--- config.mk ---
export PLATFORM = sky130hd
export DESIGN_NAME = kf_cov_sequencer
export DESIGN_NICKNAME = d
export VERILOG_FILES = /design/src/rtl/kf_pkg.sv /design/src/rtl/kf_watchdog.sv /design/src/rtl/kf_cov_sequencer.sv
export SDC_FILE = /design/constraint.sdc
export NUM_CORES = 1
export LEC_CHECK = 0
export ABC_AREA = 0
export CORE_MARGIN = 5
export CORE_UTILIZATION = 42
export CTS_CLUSTER_SIZE = 16
export DETAILED_ROUTE_END_ITERATION = 7
export PLACE_DENSITY_LB_ADDON = 0.3
export RECOVER_POWER = 100
export SKIP_LAST_GASP = 1
export SLEW_MARGIN = 15
export SYNTH_ARGS = -nofsm -noshare
export SYNTH_HDL_FRONTEND = slang
export SYNTH_SLANG_ARGS = --single-unit
export TNS_END_PERCENT = 30
--- constraint.sdc ---
create_clock -name clk -period 2.06 [get_ports clk]
set_input_delay 0.206 -clock clk [delete_from_list [all_inputs] [get_ports clk]]
set_output_delay 0.206 -clock clk [all_outputs]
set_load 0.005 [all_outputs]
--- src/rtl/kf_pkg.sv ---
// Shared types and default sizes for the Kalman covariance sequencer.
package kf_pkg;

   localparam int KF_WIDTH   = 16;
   localparam int KF_NOS     = 4;
   localparam int KF_NOO     = 2;
   localparam int KF_TIMEOUT = 32;
   localparam int KF_ITER_W  = 16;

   typedef enum logic [2:0] {
      INIT    = 3'd0,
      IDLE    = 3'd1,
      FIRST   = 3'd2,
      RESTART = 3'd3,
      WAIT_K  = 3'd4,
      WAIT_P  = 3'd5,
      ERR     = 3'd6
   } kf_seq_state_t;

   typedef logic [KF_NOS-1:0][KF_NOO-1:0][KF_WIDTH-1:0] kf_gain_t;

   function automatic logic is_busy(input kf_seq_state_t s);
      return (s == FIRST) || (s == RESTART) || (s == WAIT_K) || (s == WAIT_P);
   endfunction

   function automatic logic is_wait(input kf_seq_state_t s);
      return (s == WAIT_K) || (s == WAIT_P);
   endfunction

endpackage

--- src/rtl/kf_watchdog.sv ---
// Loadable up-counter that flags a generator stuck in one wait state.
// expired means the current cycle is the TIMEOUT-th cycle since the last clear.
module kf_watchdog #(
   parameter int TIMEOUT = 32,
   parameter int CNT_W   = $clog2(TIMEOUT + 1)
) (
   input  logic             clk,
   input  logic             reset_n,
   input  logic             clear,
   input  logic             load,
   input  logic [CNT_W-1:0] load_value,
   input  logic             enable,
   output logic             expired
);

   logic [CNT_W-1:0] count_reg;

   always_ff @(posedge clk or negedge reset_n) begin
      if (!reset_n) begin
         count_reg <= '0;
      end else if (clear) begin
         count_reg <= '0;
      end else if (load) begin
         count_reg <= load_value;
      end else if (enable && !expired) begin
         count_reg <= count_reg + 1'b1;
      end
   end

   assign expired = (count_reg == CNT_W'(TIMEOUT - 1));

endmodule

--- src/rtl/kf_cov_sequencer.sv ---
// Drives covariance_matrix_generator one measurement step at a time and
// buffers the resulting 4x2 gain for a valid/ready consumer.
module kf_cov_sequencer
   import kf_pkg::*;
#(
   parameter int WIDTH   = KF_WIDTH,
   parameter int nos     = KF_NOS,
   parameter int noo     = KF_NOO,
   parameter int TIMEOUT = KF_TIMEOUT,
   parameter int ITER_W  = KF_ITER_W
) (
   input  logic                                clk,
   input  logic                                reset_n,
   input  logic                                meas_valid,
   output logic                                meas_ready,
   output logic                                start_kg,
   output logic                                restart_calc,
   output logic                                cov_reset,
   input  logic                                end_kg,
   input  logic                                end_pnk,
   input  logic [nos-1:0][noo-1:0][WIDTH-1:0]  gain_in,
   output logic [nos-1:0][noo-1:0][WIDTH-1:0]  gain_out,
   output logic                                gain_valid,
   input  logic                                gain_ready,
   output logic                                busy,
   output logic [ITER_W-1:0]                   iter_count,
   output logic                                timeout_err,
   input  logic                                clear_err
);

   localparam int WD_W = $clog2(TIMEOUT + 1);

   kf_seq_state_t state_reg, state_next;

   logic              primed_reg;
   logic              meas_ready_reg, meas_ready_next;
   logic              start_kg_reg, start_kg_next;
   logic              restart_calc_reg, restart_calc_next;
   logic              cov_reset_reg, cov_reset_next;
   logic              busy_reg, busy_next;
   logic              gain_valid_reg, gain_valid_next;
   logic              timeout_err_reg, timeout_err_next;
   logic [ITER_W-1:0] iter_count_reg;

   logic accept;
   logic capture;
   logic wd_clear;
   logic wd_enable;
   logic wd_expired;

   assign accept  = (state_reg == IDLE) && meas_valid && meas_ready_reg;
   assign capture = (state_reg == WAIT_K) && end_kg;

   // Restart the count on every entry into a wait state, run while waiting.
   assign wd_clear  = (state_next != state_reg) && is_wait(state_next);
   assign wd_enable = is_wait(state_reg);

   kf_watchdog #(
      .TIMEOUT (TIMEOUT),
      .CNT_W   (WD_W)
   ) u_watchdog (
      .clk        (clk),
      .reset_n    (reset_n),
      .clear      (wd_clear),
      .load       (1'b0),
      .load_value ('0),
      .enable     (wd_enable),
      .expired    (wd_expired)
   );

   always_ff @(posedge clk or negedge reset_n) begin
      if (!reset_n) begin
         state_reg <= INIT;
      end else begin
         state_reg <= state_next;
      end
   end

   always_comb begin
      state_next = state_reg;
      unique case (state_reg)
         INIT: state_next = IDLE;
         IDLE: begin
            if (accept) begin
               if (!primed_reg) begin
                  state_next = FIRST;
               end else if (!end_pnk) begin
                  // Generator should be parked here; anything else means lost sync.
                  state_next = ERR;
               end else begin
                  state_next = RESTART;
               end
            end
         end
         FIRST:   state_next = WAIT_K;
         RESTART: state_next = WAIT_K;
         WAIT_K: begin
            if (end_kg) begin
               state_next = WAIT_P;
            end else if (wd_expired) begin
               state_next = ERR;
            end
         end
         WAIT_P: begin
            if (end_pnk) begin
               state_next = IDLE;
            end else if (wd_expired) begin
               state_next = ERR;
            end
         end
         ERR:     state_next = INIT;
         default: state_next = INIT;
      endcase
   end

   // Outputs are decoded from the next state so that every port is a flop.
   always_comb begin
      gain_valid_next = gain_valid_reg;
      if (gain_valid_reg && gain_ready) begin
         gain_valid_next = 1'b0;
      end
      if (capture) begin
         gain_valid_next = 1'b1;
      end
      if (state_next == ERR) begin
         gain_valid_next = 1'b0;
      end

      timeout_err_next = timeout_err_reg;
      if (clear_err) begin
         timeout_err_next = 1'b0;
      end
      if (state_next == ERR) begin
         timeout_err_next = 1'b1;
      end

      start_kg_next     = (state_next == FIRST);
      restart_calc_next = (state_next == RESTART);
      cov_reset_next    = (state_next == INIT);
      busy_next         = is_busy(state_next);
      meas_ready_next   = (state_next == IDLE) && !gain_valid_next;
   end

   always_ff @(posedge clk or negedge reset_n) begin
      if (!reset_n) begin
         meas_ready_reg   <= 1'b0;
         start_kg_reg     <= 1'b0;
         restart_calc_reg <= 1'b0;
         cov_reset_reg    <= 1'b1;
         busy_reg         <= 1'b0;
         gain_valid_reg   <= 1'b0;
         timeout_err_reg  <= 1'b0;
      end else begin
         meas_ready_reg   <= meas_ready_next;
         start_kg_reg     <= start_kg_next;
         restart_calc_reg <= restart_calc_next;
         cov_reset_reg    <= cov_reset_next;
         busy_reg         <= busy_next;
         gain_valid_reg   <= gain_valid_next;
         timeout_err_reg  <= timeout_err_next;
      end
   end

   always_ff @(posedge clk or negedge reset_n) begin
      if (!reset_n) begin
         primed_reg     <= 1'b0;
         iter_count_reg <= '0;
      end else begin
         if (state_reg == INIT) begin
            primed_reg <= 1'b0;
         end else if (state_reg == FIRST) begin
            primed_reg <= 1'b1;
         end
         if ((state_reg == WAIT_P) && end_pnk) begin
            iter_count_reg <= iter_count_reg + 1'b1;
         end
      end
   end

   for (genvar gi = 0; gi < nos; gi++) begin : g_row
      for (genvar gj = 0; gj < noo; gj++) begin : g_col
         logic [WIDTH-1:0] elem_reg;

         always_ff @(posedge clk or negedge reset_n) begin
            if (!reset_n) begin
               elem_reg <= '0;
            end else if (capture) begin
               elem_reg <= gain_in[gi][gj];
            end
         end

         assign gain_out[gi][gj] = elem_reg;
      end
   end

   assign meas_ready   = meas_ready_reg;
   assign start_kg     = start_kg_reg;
   assign restart_calc = restart_calc_reg;
   assign cov_reset    = cov_reset_reg;
   assign busy         = busy_reg;
   assign gain_valid   = gain_valid_reg;
   assign timeout_err  = timeout_err_reg;
   assign iter_count   = iter_count_reg;

endmodule

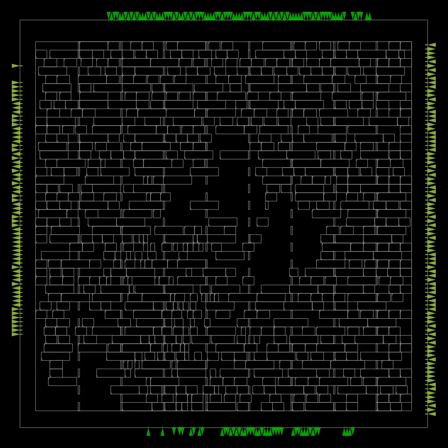
Figure 1: run 1, placed standard cells.
Tap Count: 184
Final Core Density: 68.5%

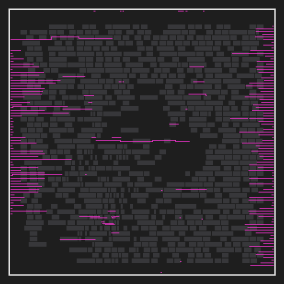
Figure 2: run 1, signal wires on met3.
Drawn at 2 px/um. Cells faint in the background.
- share of all routed wire: 8.5%
- nets with wire on the layer: 169
- main direction: horizontal

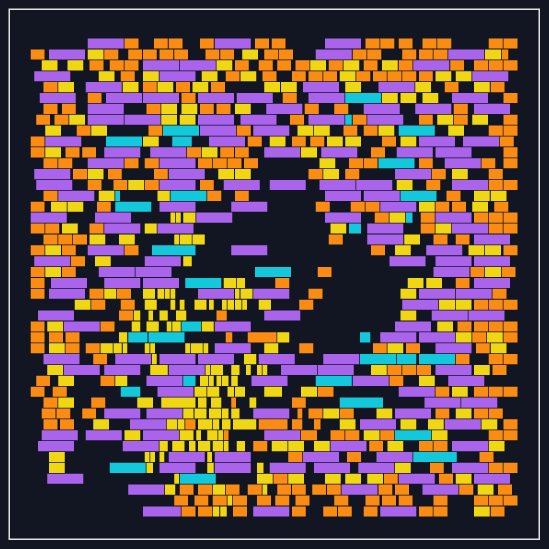
Figure 3: run 1, placement by cell class.
Drawn at 4 px/um.
- cyan: clock drivers and dummy loads (cells 31; share of their area 6.4%)
- yellow: remaining logic cells (cells 237; share of their area 22%)
- purple: registers (cells 161; share of their area 41%)
- orange: remaining buffers and delay cells (cells 298; share of their area 30%)

==> impl_metrics.tcl, run 1 <==
# collected from the flow reports
set metrics [dict create \
    status "complete, no violations" \
    clk_pin_slew_ns 0.06 \
    pre_cts_slack_ns 0.138 \
    maxSlewViolCount 0 \
    switching_share_pct 27.0 \
    cp_num_buf_inv 2 \
    initial_core_util_pct 43.0 \
    cts_resized 0 \
    maxUsedRoutingLayer "met4" \
    crit_slowest_cell "or4b_2" \
    ys_warn_count 0 \
    clkLatencyLatePin_ns 0.42 \
    critical-path-top-delay-family "simple AND/OR/NAND/NOR gates" \
    synthMuxAreaShare_pct 23.2 \
    drt-met1-wl_mm 6.55 \
    portBuffers 285 \
    r2r_setup_slack_ns 0.17 \
    die_width_um 132 \
    tightest_slew_ns 0.843 \
    drt-total-wl_mm 17.2 \
    cp-start-kind "flop" \
    comb_cells 231 \
    p_switching_mw 3.58 \
    cts-buffers-inserted 17 \
    post-cts-setup-buffer-count 0 \
    grt_pass1_vias 4966 \
    crit_path_end "gain_valid" \
    stdcell_area_sq_um 10000 \
    grt_util_met3_pct 7.56 \
    antenna_found_initial 1 \
    h-tree-depth 4 \
    vias_per_cell 4.93 \
    period_needed_ns 1.89 \
    pwr-share-clk_pct 24.8 \
    final.setup.tns_ns 0 \
    cap_violations 0 \
    cts_tree "built" \
    drtIter0Drc 187 \
    postRouteAntennaNets 0 \
    grt_pass1_wl_mm 27.6 \
    finalHoldViolations 0 \
    die_h_um 132 \
    worstHoldStart "gain_in[57]" \
    dr_wl_met2_mm 8.68 \
    top_area_cell "dfrtp_1" \
    max_freq_mhz 528 \
    layout_top_cells "dfrtp_1 (160), dlygate4sd3_1 (152), clkdlybuf4s50_1 (133), mux2_2 (119), clkbuf_16 (17)" \
    finalClockPeriodUsage_pct 91.9 \
    ys_sh_simple_pct 5.01 \
    synthCells 414 \
    drt_pass1_iterations 4 \
    combGateArea_sq_um 2130 \
    die-area_sq_um 17500 \
    comb_area_share_pct 21.3 \
    clock_buffers 23 \
    clock_area_share_pct 6.23 \
    synthTopCellsByCount "dfrtp_1 (160), mux2_2 (119), nor2_1 (15), nand2_1 (14), xnor2_1 (13)" \
    reg2regPathDepth 5 \
    startpoint "state_reg[2]" \
    hold_path_class "in -> reg" \
    min_to "g_row[1].g_col[1].elem_reg[9]" \
    syn-num-nets 551 \
    fin_nets 852 \
    slew_headroom_pct 43.8 \
    edf_count 0 \
    setup_violations 0 \
    adder_share_pct 0.399 \
    dp_hpwl_mm 13.1 \
    setup_slack_ns 0.167 \
    buffer_area_share_pct 29.6 \
    cts_hold_buf 1 \
    ys_cells 414 \
    seq_share_pct 40.3 \
    rows 44 \
    syn_area_sq_um 6270 \
    grt_use_met2_pct 33.6 \
    post_drt_wl_per_cell_um 18.8 \
    place.gp.congestion 0.854 \
    ff_type "dfrtp_1" \
    cp_cell_sequence "clkbuf_1, or4b_2, o31a_1, inv_1, a21oi_1" \
    total_power_mw 13.2 \
    crit_type "reg -> reg" \
]
Figure 4. Register map, names as in the netlist (run 1).
Drawn at 3 px/um. Other sequential cells in the stronger gray, the rest of the logic in the fainter gray.
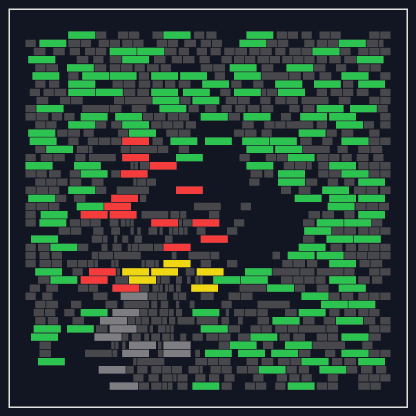

--- run 2 (diff from run 1) ---
--- a/config.mk
+++ b/config.mk
@@ -6,8 +6,9 @@
 export NUM_CORES = 1
 export LEC_CHECK = 0
 export ABC_AREA = 0
+export ABC_CLOCK_PERIOD_IN_PS = 2400
 export CORE_MARGIN = 5
-export CORE_UTILIZATION = 42
+export CORE_UTILIZATION = 45
 export CTS_CLUSTER_SIZE = 16
 export DETAILED_ROUTE_END_ITERATION = 7
 export PLACE_DENSITY_LB_ADDON = 0.3
==> constraint.sdc (replaced) <==
create_clock -name clk -period 2.4 [get_ports clk]
set_input_delay 0.24 -clock clk [delete_from_list [all_inputs] [get_ports clk]]
set_output_delay 0.24 -clock clk [all_outputs]
set_load 0.005 [all_outputs]
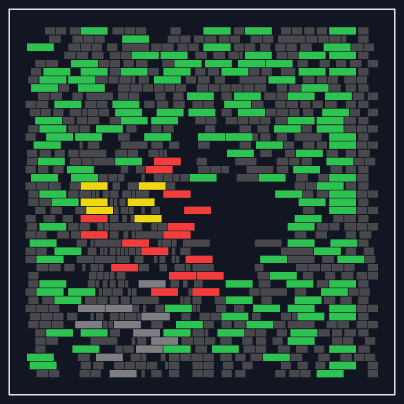
Figure 5: run 2, register map, names as in the netlist.
Drawn at 3 px/um. Other sequential cells in the stronger gray, the rest of the logic in the fainter gray.
- red: iter_count (placed flops 16; where center)
- green: g_row.g_col.elem_reg (placed flops 128; where all over the die)
- yellow: u_watchdog.count_reg (placed flops 6)
- not colored: 11

==> impl_metrics.tcl, run 2 <==
# collected from the flow reports
set metrics [dict create \
    cts_resized 0 \
    final.setup.tns_ns 0 \
    cp-start-kind "flop" \
    setup_violations 0 \
    grt_use_met2_pct 36.0 \
    seq_share_pct 40.6 \
    vias 4580 \
    buffer_area_share_pct 30.0 \
    reg2regPathDepth 5 \
    cap_violations 0 \
    fin_nets 849 \
    period_needed_ns 2.08 \
    cp_cell_sequence "clkbuf_1, nand4b_1, or4_1, nor2_1, xor2_1" \
    top_area_cell "dfrtp_1" \
    maxSlewViolCount 0 \
    min_to "g_row[1].g_col[1].elem_reg[13]" \
    adder_share_pct 0.399 \
    clock_buffers 22 \
    ys_sh_simple_pct 5.01 \
    grt_util_met3_pct 7.71 \
    syn-num-nets 551 \
    p_switching_mw 3.04 \
    dp_hpwl_mm 12.9 \
    edf_count 0 \
    cp_num_buf_inv 1 \
    finalClockPeriodUsage_pct 86.8 \
    slew_headroom_pct 2.78 \
    drtIter0Drc 243 \
    cts_tree "built" \
    h-tree-depth 4 \
    total_power_mw 11.1 \
    ys_warn_count 0 \
    tightest_slew_ns 1.46 \
    track_usage_pct 20.9 \
    crit_slowest_cell "or4_1" \
    ff_type "dfrtp_1" \
    switching_share_pct 27.4 \
    die-area_sq_um 16400 \
    crit_type "reg -> reg" \
    maxUsedRoutingLayer "met4" \
    rows 43 \
    cts-buffers-inserted 17 \
    tapCellCount 180 \
    drt-met1-wl_mm 5.87 \
    synthCells 414 \
    comb_area_share_pct 21.2 \
    ys_cells 414 \
    die_width_um 128 \
    clk_pin_slew_ns 0.06 \
    portBuffers 285 \
    antenna_found_initial 0 \
    initial_core_util_pct 45.5 \
    status "complete, no violations" \
    synthMuxAreaShare_pct 23.2 \
    syn_area_sq_um 6270 \
    place.gp.congestion 0.779 \
    die_h_um 128 \
    max_freq_mhz 480 \
    finalHoldViolations 0 \
    drt_pass1_iterations 4 \
    clkLatencyLatePin_ns 0.42 \
    crit_path_end "iter_count[15]" \
    r2r_setup_slack_ns 0.32 \
    setup_slack_ns 0.317 \
    layout_top_cells "dfrtp_1 (160), dlygate4sd3_1 (152), clkdlybuf4s50_1 (133), mux2_2 (119), clkbuf_16 (17)" \
    combGateArea_sq_um 2110 \
    comb_cells 231 \
    synthTopCellsByCount "dfrtp_1 (160), mux2_2 (119), nor2_1 (15), nand2_1 (14), xnor2_1 (13)" \
    startpoint "state_reg[2]" \
    post-cts-setup-buffer-count 0 \
    stdcell_area_sq_um 9940 \
    cts_hold_buf 1 \
]
--- run 3 (diff from run 2) ---
--- a/config.mk
+++ b/config.mk
@@ -8,14 +8,15 @@
 export ABC_AREA = 0
 export ABC_CLOCK_PERIOD_IN_PS = 2400
 export CORE_MARGIN = 5
-export CORE_UTILIZATION = 45
+export CORE_UTILIZATION = 55
 export CTS_CLUSTER_SIZE = 16
 export DETAILED_ROUTE_END_ITERATION = 7
-export PLACE_DENSITY_LB_ADDON = 0.3
+export DONT_BUFFER_PORTS = 1
+export PLACE_DENSITY_LB_ADDON = 0.12
 export RECOVER_POWER = 100
 export SKIP_LAST_GASP = 1
 export SLEW_MARGIN = 15
 export SYNTH_ARGS = -nofsm -noshare
 export SYNTH_HDL_FRONTEND = slang
 export SYNTH_SLANG_ARGS = --single-unit
-export TNS_END_PERCENT = 30
+export TNS_END_PERCENT = 5
==> impl_metrics.tcl, run 3 <==
# collected from the flow reports
set metrics [dict create \
    pre_cts_slack_ns 0.411 \
    dp_cells 543 \
    dp_hpwl_mm 9.27 \
    rows 39 \
    place.gp.congestion 0.785 \
    cts_hold_buf 116 \
    ys_sh_xor_pct 2.79 \
    die_h_um 117 \
    syn_area_sq_um 6270 \
    tool.error "[ERROR RSZ-0060] Max buffer count reached." \
    placed_area_sq_um 6400 \
    initial_core_util_pct 55.6 \
    edf_count 0 \
    die_width_um 117 \
    syn-num-nets 551 \
    synthTopCellsByCount "dfrtp_1 (160), mux2_2 (119), nor2_1 (15), nand2_1 (14), xnor2_1 (13)" \
    adder_share_pct 0.399 \
    ys_sh_simple_pct 5.01 \
    synthCells 414 \
    synth.logic.top_family "multiplexers" \
    top_area_share_pct 63.9 \
    cts-buffers-inserted 17 \
    cts_resized 0 \
    synth_flops 161 \
    ys_warn_count 0 \
    async_flop_share_pct 100 \
    clkSinkCount 161 \
    ff_type "dfrtp_1" \
    io_pins 286 \
    top_area_cell "dfrtp_1" \
    most_common_cell "dfrtp_1" \
    area_leaders "dfrtp_1 (64%), mux2_2 (21%), xnor2_1 (1.8%)" \
    ys_types 43 \
    portBuffers 0 \
    post-cts-setup-buffer-count 0 \
    synthAoiAreaFrac_pct 2.52 \
    ys_cells 414 \
    avgSynthCellArea_sq_um 15.1 \
    cts_max_path_buffers 2 \
    clock-root-buffer "clkbuf_16" \
    haltStage "clock tree synthesis" \
    status "did not finish" \
    yosysChipArea_sq_um 6270 \
    h-tree-depth 4 \
    synthMuxAreaShare_pct 23.2 \
    yosysSeqAreaShare_pct 64.3 \
]
--- run 4 (diff from run 3) ---
--- a/config.mk
+++ b/config.mk
@@ -8,11 +8,10 @@
 export ABC_AREA = 0
 export ABC_CLOCK_PERIOD_IN_PS = 2400
 export CORE_MARGIN = 5
-export CORE_UTILIZATION = 55
-export CTS_CLUSTER_SIZE = 16
+export CORE_UTILIZATION = 40
 export DETAILED_ROUTE_END_ITERATION = 7
 export DONT_BUFFER_PORTS = 1
-export PLACE_DENSITY_LB_ADDON = 0.12
+export PLACE_DENSITY_LB_ADDON = 0.15
 export RECOVER_POWER = 100
 export SKIP_LAST_GASP = 1
 export SLEW_MARGIN = 15
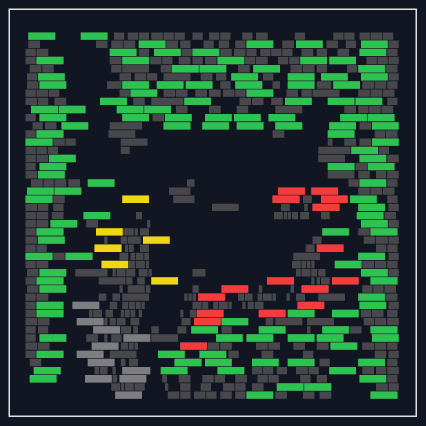
Figure 6: run 4, register map, names as in the netlist.
Drawn at 3 px/um. Other sequential cells in the stronger gray, the rest of the logic in the fainter gray.
- yellow: u_watchdog.count_reg (placed flops 6)
- red: iter_count (placed flops 16)
- green: g_row.g_col.elem_reg (placed flops 128; where all over the die)
- not colored: 11

==> impl_metrics.tcl, run 4 <==
# collected from the flow reports
set metrics [dict create \
    adder_share_pct 0.399 \
    stdcell_area_sq_um 8410 \
    fin_nets 687 \
    combGateArea_sq_um 2110 \
    seq_share_pct 47.9 \
    status "finished with violations" \
    clkSinkCount 161 \
    synth_flops 161 \
    h-tree-depth 4 \
    ys_types 43 \
    vias_per_cell 4.95 \
    placed_area_sq_um 6500 \
    clock_area_share_pct 7.59 \
    cts_tree "built" \
    post_drt_wl_per_cell_um 18.9 \
    comb_cells 231 \
    rows 45 \
    slew_headroom_pct 63.8 \
    io_pins 286 \
    finalHoldViolations 161 \
    ff_type "dfrtp_1" \
    dp_cells 613 \
    ys_sh_simple_pct 5.01 \
    grt_util_met3_pct 7.21 \
    post-cts-setup-buffer-count 0 \
    track_usage_pct 15.9 \
    synthMuxAreaShare_pct 23.2 \
    initial_core_util_pct 41.1 \
    cts_hold_buf 129 \
    cp_num_buf_inv 0 \
    vias 3829 \
    synthCells 414 \
    ys_cells 414 \
    crit_path_end "iter_count[15]" \
    finalClockPeriodUsage_pct 83.3 \
    cp-start-kind "flop" \
    area_leaders "dfrtp_1 (64%), mux2_2 (21%), xnor2_1 (1.8%)" \
    violations "negative hold slack" \
    clock_buffers 20 \
    avgSynthCellArea_sq_um 15.1 \
    whs_ns -0.482 \
    pwr-share-clk_pct 29.9 \
]

## Gallery

Sizing map.
Drawn at 3 px/um.
picture 1
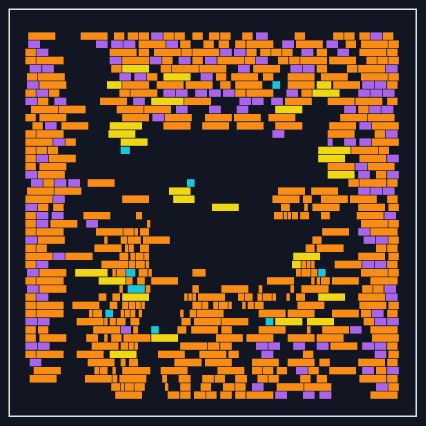
picture 2
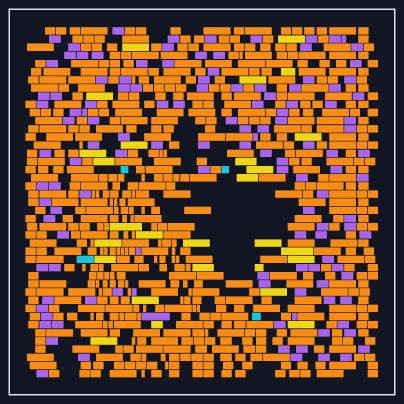
run 4: picture 1
run 2: picture 2
- most cells: picture 2

No activity file was given, so power comes from the tool's default toggle rates.
